`config.mk`:
```
export PLATFORM = sky130hd
export DESIGN_NAME = pc_fetch_ctrl
export DESIGN_NICKNAME = d
export VERILOG_FILES = /design/src/rtl/mips32_pkg.sv /design/src/rtl/pc_fetch_ctrl_if_buffer.sv /design/src/rtl/pc_fetch_ctrl.sv
export SDC_FILE = /design/constraint.sdc
export NUM_CORES = 1
export LEC_CHECK = 0
export CAP_MARGIN = 20
export CELL_PAD_IN_SITES_DETAIL_PLACEMENT = 0
export CELL_PAD_IN_SITES_GLOBAL_PLACEMENT = 1
export CORE_UTILIZATION = 30
export DETAILED_ROUTE_END_ITERATION = 10
export PLACE_DENSITY_LB_ADDON = 0.1
export SYNTH_ARGS = -nofsm -noshare
export SYNTH_HDL_FRONTEND = slang
export SYNTH_SLANG_ARGS = --single-unit
export TNS_END_PERCENT = 30
```
`constraint.sdc`:
```
create_clock -name clock -period 4.9 [get_ports clock]
set_input_delay 0.98 -clock clock [delete_from_list [all_inputs] [get_ports clock]]
set_output_delay 0.98 -clock clock [all_outputs]
set_load 0.01 [all_outputs]
```
`src/rtl/mips32_pkg.sv`:
```
// Shared fetch-stage definitions for the mips32 core: FSM encoding, PC defaults
// and the IF/ID buffer entry layout.
package mips32_pkg;

  typedef enum logic [1:0] {
    BOOT  = 2'd0,
    FETCH = 2'd1,
    HOLD  = 2'd2,
    DRAIN = 2'd3
  } fetch_state_e;

  localparam logic [31:0] PC_STEP_DEF      = 32'd4;
  localparam logic [31:0] RESET_VECTOR_DEF = 32'h0000_0000;
  localparam logic [31:0] WORD_MASK        = 32'hFFFF_FFFC;

  typedef struct packed {
    logic [31:0] instr;
    logic [31:0] pc;
    logic [31:0] pc4;
  } if_entry_t;

  function automatic logic [31:0] word_align(input logic [31:0] a);
    return a & WORD_MASK;
  endfunction

endpackage

```
`src/rtl/pc_fetch_ctrl_if_buffer.sv`:
```
// IF/ID output register: one buffered instruction with its PC and PC+step.
// Load wins over clear; clear only drops the valid bit.
module if_buffer
  import mips32_pkg::*;
(
  input  logic      clock,
  input  logic      reset,
  input  logic      load,
  input  logic      clear,
  input  if_entry_t ent_in,
  output logic      valid,
  output if_entry_t ent
);

  always_ff @(posedge clock) begin
    if (reset) begin
      valid <= 1'b0;
      ent   <= '0;
    end else if (load) begin
      valid <= 1'b1;
      ent   <= ent_in;
    end else if (clear) begin
      valid <= 1'b0;
    end
  end

endmodule

```
`src/rtl/pc_fetch_ctrl.sv`:
```
// Fetch-stage sequencer: owns the fetch PC, runs the imem req/ack handshake,
// applies redirects and decode back-pressure, and feeds the IF/ID buffer.
module pc_fetch_ctrl
  import mips32_pkg::*;
#(
  parameter logic [31:0] RESET_VECTOR = RESET_VECTOR_DEF,
  parameter logic [31:0] PC_STEP      = PC_STEP_DEF
) (
  input  logic        clock,
  input  logic        reset,
  input  logic        stall,
  input  logic        redirect_valid,
  input  logic [31:0] redirect_target,
  output logic        imem_req,
  output logic [31:0] imem_addr,
  input  logic        imem_ack,
  input  logic [31:0] imem_rdata,
  output logic        if_valid,
  output logic [31:0] if_instr,
  output logic [31:0] if_pc,
  output logic [31:0] if_pc4,
  output logic        align_err
);

  fetch_state_e state, state_nx;
  logic [31:0]  pc, pc_nx, pc_seq, drain_addr;
  logic         ack, buf_load, buf_clear;
  if_entry_t    ent_in, ent;

  assign pc_seq = pc + PC_STEP;

  // A full buffer that decode is stalling on must not launch a new fetch.
  assign imem_req = (state == DRAIN) || ((state == FETCH) && !(if_valid && stall));
  assign ack      = imem_req && imem_ack;

  // pc moves to the redirect target immediately, but the abandoned request
  // must keep its address stable until memory acknowledges it.
  assign imem_addr = (state == DRAIN) ? drain_addr : pc;

  assign ent_in = '{instr: imem_rdata, pc: pc, pc4: pc_seq};

  always_comb begin
    state_nx  = state;
    pc_nx     = pc;
    buf_load  = 1'b0;
    buf_clear = 1'b0;
    case (state)
      BOOT:  state_nx = FETCH;
      FETCH: begin
        if (!imem_req) begin
          state_nx = HOLD;
        end else begin
          buf_clear = if_valid && !stall;
          if (ack) begin
            buf_load = 1'b1;
            pc_nx    = pc_seq;
            state_nx = stall ? HOLD : FETCH;
          end
        end
      end
      HOLD: begin
        if (!stall) begin
          buf_clear = 1'b1;
          state_nx  = FETCH;
        end
      end
      DRAIN:   if (ack) state_nx = FETCH;
      default: state_nx = BOOT;
    endcase

    // Redirect overrides stall and sequential fetch; any in-flight data is stale.
    if (redirect_valid) begin
      pc_nx     = word_align(redirect_target);
      buf_load  = 1'b0;
      buf_clear = 1'b1;
      if (state == DRAIN)                          state_nx = ack ? FETCH : DRAIN;
      else if (state == FETCH && imem_req && !ack) state_nx = DRAIN;
      else                                         state_nx = FETCH;
    end
  end

  always_ff @(posedge clock) begin
    if (reset) begin
      state      <= BOOT;
      pc         <= word_align(RESET_VECTOR);
      drain_addr <= word_align(RESET_VECTOR);
      align_err  <= 1'b0;
    end else begin
      state     <= state_nx;
      pc        <= pc_nx;
      align_err <= redirect_valid && (redirect_target[1:0] != 2'b00);
      if (state != DRAIN) drain_addr <= pc;
    end
  end

  if_buffer u_buf (
    .clock  (clock),
    .reset  (reset),
    .load   (buf_load),
    .clear  (buf_clear),
    .ent_in (ent_in),
    .valid  (if_valid),
    .ent    (ent)
  );

  assign if_instr = ent.instr;
  assign if_pc    = ent.pc;
  assign if_pc4   = ent.pc4;

endmodule
```
### The metal 1 layer

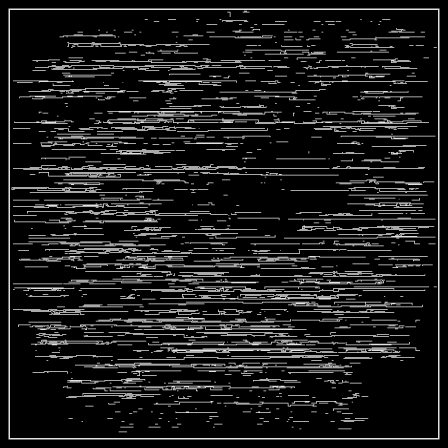
The layer carries 10300 microns of wire. 885 nets have wire on it. The wires run mostly horizontal.

### Signal wires on met2

Bar = 50 microns. Cells faint in the background.
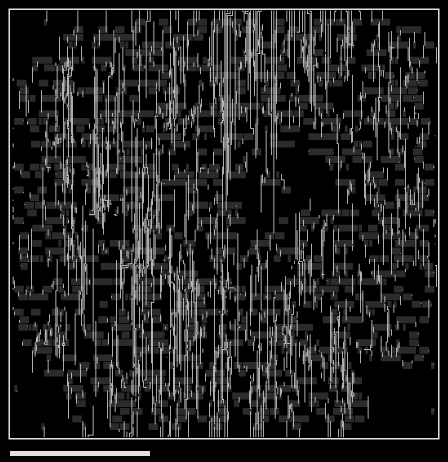
The layer carries 8670 microns of wire. The layer holds 43% of the routed length. 797 nets have wire on it.
met2 Track Usage GR: 26.73%
Post-Route WL: 20320 microns

==> impl_metrics.py <==
# Generated from Yosys and OpenROAD reports
metrics = {
    "power": {
        "p_leak_uw": 0.003167,
        "ir_drop_mv": 0.1855,
    },
    "logic_synthesis": {
        "ys_sh_adder_pct": 0.7360,
        "synth.largest_area_cell": "dfxtp_1",
        "syn_inst": 787,
        "logic_family": "simple AND/OR/NAND/NOR gates",
        "edf_count": 0,
        "ys_sh_mux_pct": 4.471,
        "top_cell": "nand2_1",
        "synth_area_sq_mm": 0.006800,
        "yosys.cell_types.count": 44,
        "postSynthSeqShare_pct": 45.92,
        "yosys_warnings": 0,
        "top_cell_area_share_pct": 45.92,
    },
    "finish": {
        "finalNetCount": 1007,
        "postLayoutCoreUtil_pct": 42.83,
    },
    "routing": {
        "drt_iter0_drc": 258,
        "vias_per_cell": 4.767,
        "drc": 16,
        "wl_met1_microns": 10270,
        "vias": 5840,
        "highest_layer": "met4",
    },
    "timing": {
        "tightest_slew_ns": 1.085,
        "finalCritPeriodShare_pct": 72.12,
        "max_freq_ghz": 0.2830,
        "layout_setup_ws_ns": 1.366,
        "finalSetupTns_ns": 0,
        "slew_viol_final": 0,
        "period_minus_slack_ns": 3.534,
        "rsz0062_at_grt": "false",
        "hold_ws_ns": 0.4522,
    },
    "critical_path": {
        "reg2reg_slack_ns": 2.14,
        "critPathArrivalTime_ns": 2.55,
        "critPathLaunchType": "flop",
        "cp_max_fo": 19,
        "endpoint_kind": "output pin",
    },
    "floorplanning": {
        "die_x_microns": 152.6,
        "core_sq_mm": 0.02203,
        "fp_util_pct": 30.87,
        "rows": 54,
    },
    "outcome": {
        "failed_checks": "DRC",
        "status": "finished, violations left",
    },
    "global_routing": {
        "met1_usage_pct": 25.20,
        "antenna_found_initial": 0,
    },
    "placed_design": {
        "dpl_cell_area_sq_mm": 0.008796,
        "routabilityCongestion": 0.7454,
        "dp_cells": 1195,
    },
    "min_path": {
        "hold_end": "u_buf.ent[87]$_SDFFE_PP0P_",
    },
    "clock_network": {
        "numCtsBuffers": 17,
        "clock_latency_ns": 0.43,
        "clk_pin_slew_ns": 0.06,
        "cts_tree": "yes",
        "clkSinkCount": 156,
    },
    "job": {
        "warnings": 30,
    },
}
[worst max path at each step]
stage	startpoint	end	slack, ns
floorplan	state[1]$_SDFFE_PP0P_	imem_addr[10]	2.56
global placement	stall	u_buf.ent[55]$_SDFFE_PP0P_	1.45
detailed placement	stall	u_buf.ent[54]$_SDFFE_PP0P_	1.41
CTS	state[1]$_SDFFE_PP0P_	imem_addr[31]	1.31
global route	state[1]$_SDFFE_PP0P_	imem_addr[31]	1.24
finish	state[1]$_SDFFE_PP0P_	imem_addr[31]	1.37
[sequential cells by signal, indices dropped and copies added, names as in the netlist]
register,cells
u_buf.valid,1
align_err,1
pc,30
drain_addr,30
state,2
u_buf.ent,92
[layout make-up]
class                      count  area (sq um)
clock buffer                  20         446.7
sequential                   156          3123
clock inverter                10         190.2
timing repair buffer         198          1992
inverter                       7         26.28
fill                        2239         12590
tap                          280         350.3
multi-input combinational    554          3304
[cell usage in the layout, fill, tap and decap left out, types with 4 or more instances in the layout]
master,count
clkdlybuf4s50_1,192
nand2_1,161
dfxtp_1,156
a21oi_1,74
nor2_1,66
a211oi_1,44
xor2_1,33
nor2b_1,30
mux2_2,27
xnor2_1,22
clkbuf_16,17
nand4_1,13
nand3_1,13
o21ai_0,7
nor3_1,7
inv_1,6
conb_1,6
nor3_2,5
a211oi_2,5
bufinv_16,5
nor4_2,4
nor4_1,4
buf_4,4
[critical path, stage by stage, from the launching register on]
cell and delay, ns:
dfxtp_1 0.38, ha_2 0.47, buf_4 0.37, mux2_2 0.38
clkdlybuf4s50_1 0.52
[power by group]
group	internal [uW]	switching, uW	total [uW]	leakage, uW
Combinational	202	177	379	0.00159
Sequential	1330	62.7	1390	0.00127
Clock	915	539	1450	0.000299
Total	2440	779	3220	0.00317
Power figures rest on the tool's default switching activity, not on a simulated workload.
